## src/rtl/tick_monitor_pkg.sv

```systemverilog
// Shared types and constants for the seconds-clock receive path.
package tick_monitor_pkg;

   typedef enum logic [1:0] {
      IDLE,
      ARMED,
      TRACKING,
      LOST
   } state_t;

   localparam int unsigned CNT_W   = 32;
   localparam int unsigned SEC_MOD = 60;

endpackage

```

## src/rtl/sync_edge_detect.sv

```systemverilog
// Two-flop synchronizer for a slow asynchronous level, plus a rising-edge flag
// taken from the synchronized value and its one-cycle-delayed copy.
module sync_edge_detect (
   input  logic clk,
   input  logic reset,
   input  logic async_in,
   output logic rise
);

   logic meta;
   logic sync;
   logic prev;

   always_ff @(posedge clk) begin
      if (reset) begin
         meta <= 1'b0;
         sync <= 1'b0;
         prev <= 1'b0;
      end else begin
         meta <= async_in;
         sync <= meta;
         prev <= sync;
      end
   end

   assign rise = sync & ~prev;

endmodule

```

## src/rtl/second_tick_monitor.sv

```systemverilog
// Receives the divided seconds clock, emits a tick per rising edge, measures
// its period, tracks lock/fault status and keeps a 0..59 seconds count.
module second_tick_monitor
   import tick_monitor_pkg::*;
#(
   parameter int unsigned EXPECTED_PERIOD = 10000000,
   parameter int unsigned TOLERANCE       = 1000,
   parameter int unsigned LOCK_GOOD       = 3
) (
   input  logic        clk,
   input  logic        reset,
   input  logic        slow_in,
   input  logic        clear_faults,
   output logic        tick,
   output logic [31:0] period,
   output logic        period_valid,
   output logic        locked,
   output logic        fault_fast,
   output logic        fault_slow,
   output logic [5:0]  seconds,
   output logic        minute_tick
);

   localparam logic [CNT_W-1:0] P_MIN    = EXPECTED_PERIOD - TOLERANCE;
   localparam logic [CNT_W-1:0] P_MAX    = EXPECTED_PERIOD + TOLERANCE;
   localparam logic [CNT_W-1:0] P_SAT    = P_MAX + 1;
   localparam logic [5:0]       SEC_LAST = 6'(SEC_MOD - 1);

   state_t           state_q, state_n;
   logic [CNT_W-1:0] elapsed_q;
   logic [CNT_W-1:0] good_q, good_n;
   logic             rise;
   logic             good_period;
   logic             locked_n;
   logic [5:0]       seconds_n;
   logic             minute_n;
   logic             pv_n;
   logic [31:0]      period_n;
   logic             set_fast;
   logic             set_slow;

   sync_edge_detect u_sync (
      .clk      (clk),
      .reset    (reset),
      .async_in (slow_in),
      .rise     (rise)
   );

   assign good_period = (elapsed_q >= P_MIN) && (elapsed_q <= P_MAX);

   always_comb begin
      state_n   = state_q;
      good_n    = good_q;
      locked_n  = locked;
      seconds_n = seconds;
      minute_n  = 1'b0;
      pv_n      = 1'b0;
      period_n  = period;
      set_fast  = 1'b0;
      set_slow  = 1'b0;
      case (state_q)
         IDLE: begin
            if (rise) state_n = ARMED;
         end
         ARMED, TRACKING: begin
            if (rise) begin
               period_n = elapsed_q;
               pv_n     = 1'b1;
               if (good_period) begin
                  if (state_q == ARMED) begin
                     good_n = good_q + CNT_W'(1);
                     if (good_n >= LOCK_GOOD) begin
                        state_n  = TRACKING;
                        locked_n = 1'b1;
                     end
                  end else if (seconds == SEC_LAST) begin
                     seconds_n = '0;
                     minute_n  = 1'b1;
                  end else begin
                     seconds_n = seconds + 6'd1;
                  end
               end else begin
                  set_fast = (elapsed_q < P_MIN);
                  set_slow = (elapsed_q > P_MAX);
                  good_n   = '0;
                  locked_n = 1'b0;
                  state_n  = ARMED;
               end
            // elapsed_q becomes P_SAT on this edge, so the fault shows with it
            end else if (elapsed_q == P_MAX) begin
               set_slow = 1'b1;
               good_n   = '0;
               locked_n = 1'b0;
               state_n  = LOST;
            end
         end
         LOST: begin
            if (rise) state_n = ARMED;
         end
         default: state_n = IDLE;
      endcase
   end

   always_ff @(posedge clk) begin
      if (reset) begin
         state_q      <= IDLE;
         elapsed_q    <= '0;
         good_q       <= '0;
         tick         <= 1'b0;
         period       <= '0;
         period_valid <= 1'b0;
         locked       <= 1'b0;
         fault_fast   <= 1'b0;
         fault_slow   <= 1'b0;
         seconds      <= '0;
         minute_tick  <= 1'b0;
      end else begin
         state_q      <= state_n;
         good_q       <= good_n;
         tick         <= rise;
         period       <= period_n;
         period_valid <= pv_n;
         locked       <= locked_n;
         seconds      <= seconds_n;
         minute_tick  <= minute_n;
         if (rise) begin
            elapsed_q <= CNT_W'(1);
         end else if (elapsed_q != P_SAT) begin
            elapsed_q <= elapsed_q + CNT_W'(1);
         end
         fault_fast <= set_fast | (fault_fast & ~clear_faults);
         fault_slow <= set_slow | (fault_slow & ~clear_faults);
      end
   end

endmodule

```

## config.mk

```make
export PLATFORM = sky130hd
export DESIGN_NAME = second_tick_monitor
export DESIGN_NICKNAME = d
export VERILOG_FILES = /design/src/rtl/tick_monitor_pkg.sv /design/src/rtl/sync_edge_detect.sv /design/src/rtl/second_tick_monitor.sv
export SDC_FILE = /design/constraint.sdc
export NUM_CORES = 1
export LEC_CHECK = 0
export ABC_AREA = 0
export CAP_MARGIN = 20
export CORE_MARGIN = 3
export CORE_UTILIZATION = 53
export DETAILED_ROUTE_END_ITERATION = 10
export GPL_TIMING_DRIVEN = 0
export PLACE_DENSITY = 0.77
export SLEW_MARGIN = 20
export SYNTH_ARGS = -nofsm -noshare
export SYNTH_HDL_FRONTEND = slang
export SYNTH_HIERARCHICAL = 1
export SYNTH_SLANG_ARGS = --single-unit
```

## constraint.sdc

```tcl
create_clock -name clk -period 2.6 [get_ports clk]
set_input_delay 0.39 -clock clk [delete_from_list [all_inputs] [get_ports clk]]
set_output_delay 0.39 -clock clk [all_outputs]
set_load 0.1 [all_outputs]
```

==> impl_metrics.csv <==
group,metric,value,unit
hold_path,holdPathStages,2,
job,cap_violations,0,
drt,vias,6082,
hold_path,holdCritStartpoint,"slow_in",
synthesis,synthesis.area,5832,sq um
setup_path,r2r-end,"good_q[14]$_SDFFE_PP0P_",
synthesis,simple_gate_area_share_of_the_yosys_netlist,32.14,%
drt,routed_via_density,6.143,
final_timing,worst_max_slew_pin_slew,980.8,ps
drt,wl_met2,8.170,mm
finish,layout.cells.most_common_list,"102 x sky130_fd_sc_hd__nand2_1, 100 x sky130_fd_sc_hd__dfxtp_1, 75 x sky130_fd_sc_hd__a21oi_1",
setup_path,slowest_stage_cell_crit_path,"sky130_fd_sc_hd__or4b_4",
floorplanning,floorplan.core_area,10510,sq um
grt,grt.met1_usage,38.64,%
setup_path,critPathRequiredTime,3060,ps
final_timing,report.final.hold_viol_count,0,
placed_design,port_buffers,47,
clocking,post-cts-setup-buffer-count,27,
finish,nClkBuffers,21,
floorplanning,core.rowCount,37,
synthesis,synth.largest_area_cell,"sky130_fd_sc_hd__dfxtp_1",
power_and_ir_drop,static-leakage-power,2.842,nW
synthesis,synth_sequential_area_ratio,38.79,%
final_timing,rel_slew_slack,34.41,%
grt,total_global_route_track_usage,28.41,%
synthesis,yosys.stat.chipArea,5832,sq um
finish,nonClockBufferCount,131,
run_status,failed_checks,"negative setup slack",
finish,numSequentialCells,113,
finish,buf_share,13.39,%
setup_path,critical_path_peak_fanout,6,
setup_path,critical-path-top-delay-family,"simple AND/OR/NAND/NOR gates",
floorplanning,chip_area,12300,sq um
final_timing,fin_worst_skew,7.891,ps
placed_design,placed_cells,921,
finish,number_of_non_clock_inverters,16,
setup_path,timing.critical_path.mode_cell,"sky130_fd_sc_hd__or4b_4",
finish,finalInstanceArea,7776,sq um
synthesis,synth_warnings,6,
power_and_ir_drop,report.power.total,4.402,mW
synthesis,post_synth_mux_area_share,0.3433,%
floorplanning,number_of_ports_placed_on_the_die_boundary,48,
synthesis,netlist.area_leader.share,38.79,%
placed_design,placed_area,6472,sq um
synthesis,synth-xor-area-share,5.557,%
finish,total_inserted_antenna_cells,0,
finish,comb_area_share,45.91,%
setup_path,crit_type,"flop to flop",
drt,route.layer.met1.wl,7.626,mm
final_timing,postLayoutSetupSlackWorst,-72.03,ps
clocking,cts-buffers-inserted,17,
setup_path,cp-endpoint,"good_q[14]$_SDFFE_PP0P_",
setup_path,reg2reg_start,"elapsed_q[14]$_SDFFE_PP0P_",
grt,globalRoute.busiestLayer,"met2",
finish,multiInputGateArea,3570,sq um
finish,layout-drive-gt1-share,19.91,%
grt,first_global_vias,5674,
placed_design,routabilityCongestion,0.9358,
setup_path,cells_along_the_critical_path,"or4b_4, nor4b_2, o211ai_1, nand3_2, nand4_1, buf_4, buf_8, or4b_4, a21oi_2",
grt,grt_first_pass_wirelength,28.21,mm
power_and_ir_drop,irDropWorstVdd,0.5701,mV
final_timing,max_clock_freq,374.2,MHz
synthesis,postSynthRegisterBits,113,
power_and_ir_drop,power.density_cell_area,566.1,nW/um^2
clocking,clock.latency.late_pin,540,ps
finish,clock_cell_area_share,8.254,%
synthesis,synth-adder-area-share,1.716,%
setup_path,critical_path.n_buffers_inverters,2,
synthesis,yosys-top-cells-area,"sky130_fd_sc_hd__dfxtp_1 39%, sky130_fd_sc_hd__a21oi_1 6.9%, sky130_fd_sc_hd__nand2_1 6.6%",
synthesis,mappedNetlistNets,750,
synthesis,synthMostInstantiatedCell,"sky130_fd_sc_hd__dfxtp_1",
finish,seq_share,29.49,%
finish,area.growth.synth_to_final,33.34,%
finish,final_core_density,74.00,%
grt,antenna_violations_before_repair,0,
job,log.warning_count,33,
synthesis,ys_cells,738,
drt,drt-wirelength-per-cell,18.25,um
clocking,cts.root.buffer_cell,"sky130_fd_sc_hd__clkbuf_8",
synthesis,async_flop_share,0,%
setup_path,worst-endpoint-arrival,3140,ps
setup_path,critical_path_depth,9,
final_timing,setup_repair_after_global_routing_missed_its_margin,"true",
grt,grt.overflow.total,0,
synthesis,netlist-cell-type-count,65,
grt,grt_util_met2,43.00,%
final_timing,period_needed,2672,ps
setup_path,timing.critical_path.from_type,"flop",
finish,instances_no_fill,990,
synthesis,edf_count,0,
clocking,cts_buffer_depth,2,
run_status,result_of_the_run,"finished, violations left",
final_timing,timing.final.setup_violations,13,
drt,drt_iter0_drc,734,
finish,layout.cells.most_common,"sky130_fd_sc_hd__nand2_1",
grt,pin_count_of_the_biggest_net_entering_global_routing,17,
clocking,cts.reportedPaths.clkPinSlew,60,ps
drt,final_antenna_net_count,0,
synthesis,top_cells_by_count,"113 x sky130_fd_sc_hd__dfxtp_1, 103 x sky130_fd_sc_hd__nand2_1, 80 x sky130_fd_sc_hd__a21oi_1",
clocking,postCtsResizedCells,59,
clocking,cts_tree,"yes",
synthesis,flop_cell,"sky130_fd_sc_hd__dfxtp_1",
final_timing,layout_worst_path_cycle_share,102.8,%
finish,n_multi_input_combinational_cell,562,
drt,postRouteWirelength,18.07,mm
[cells by family (layout without fill, tap and decap cells)]
family | after synthesis | in the layout
flip-flops | 113 | 113
AND/OR/NAND/NOR | 346 | 346
adder cells (fa/ha/maj) | 8 | 8
AND-OR/OR-AND | 169 | 169
XOR/XNOR | 37 | 37
multiplexers | 2 | 2
buffers and inverters | 63 | 179
[sequential cells by signal, indices dropped and copies added (netlist names), 2 cells and up]
register,flops
period,32
seconds,6
elapsed_q,32
state_q,2
good_q,32
[report_power, final]
group	total (mW)	leakage [nW]	internal, mW	switching [mW]
Clock	2.53	0.317	1.72	0.809
Combinational	0.129	1.60	0.0348	0.0942
Sequential	1.74	0.919	1.73	0.00996
Total	4.40	2.84	3.49	0.913
density.png
Drawn at 3 px/um. 11 x 11 tiles, from black (low) to pale yellow (high), 0 to 100% covered.
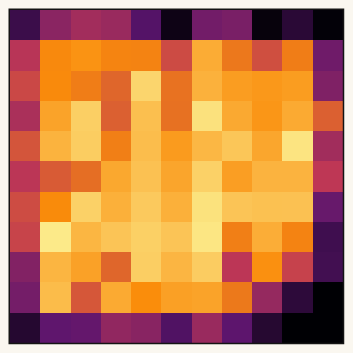
nearly empty tiles: 4.1%
tiles over 75% full: 46%
mean over tiles: 62%
fullest tile: 95%
emptiest ninth of the die: lower right

cell_classes.png
Drawn at 2 px/um.
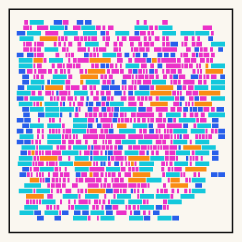
| class | colour | cells |
|---|---|---|
| other buffers and delay cells | blue | 131 |
| flip-flops | cyan | 113 |
| all other logic | magenta | 578 |
| clock drivers and dummy loads | orange | 32 |

Power is estimated from default activity; no workload was simulated.
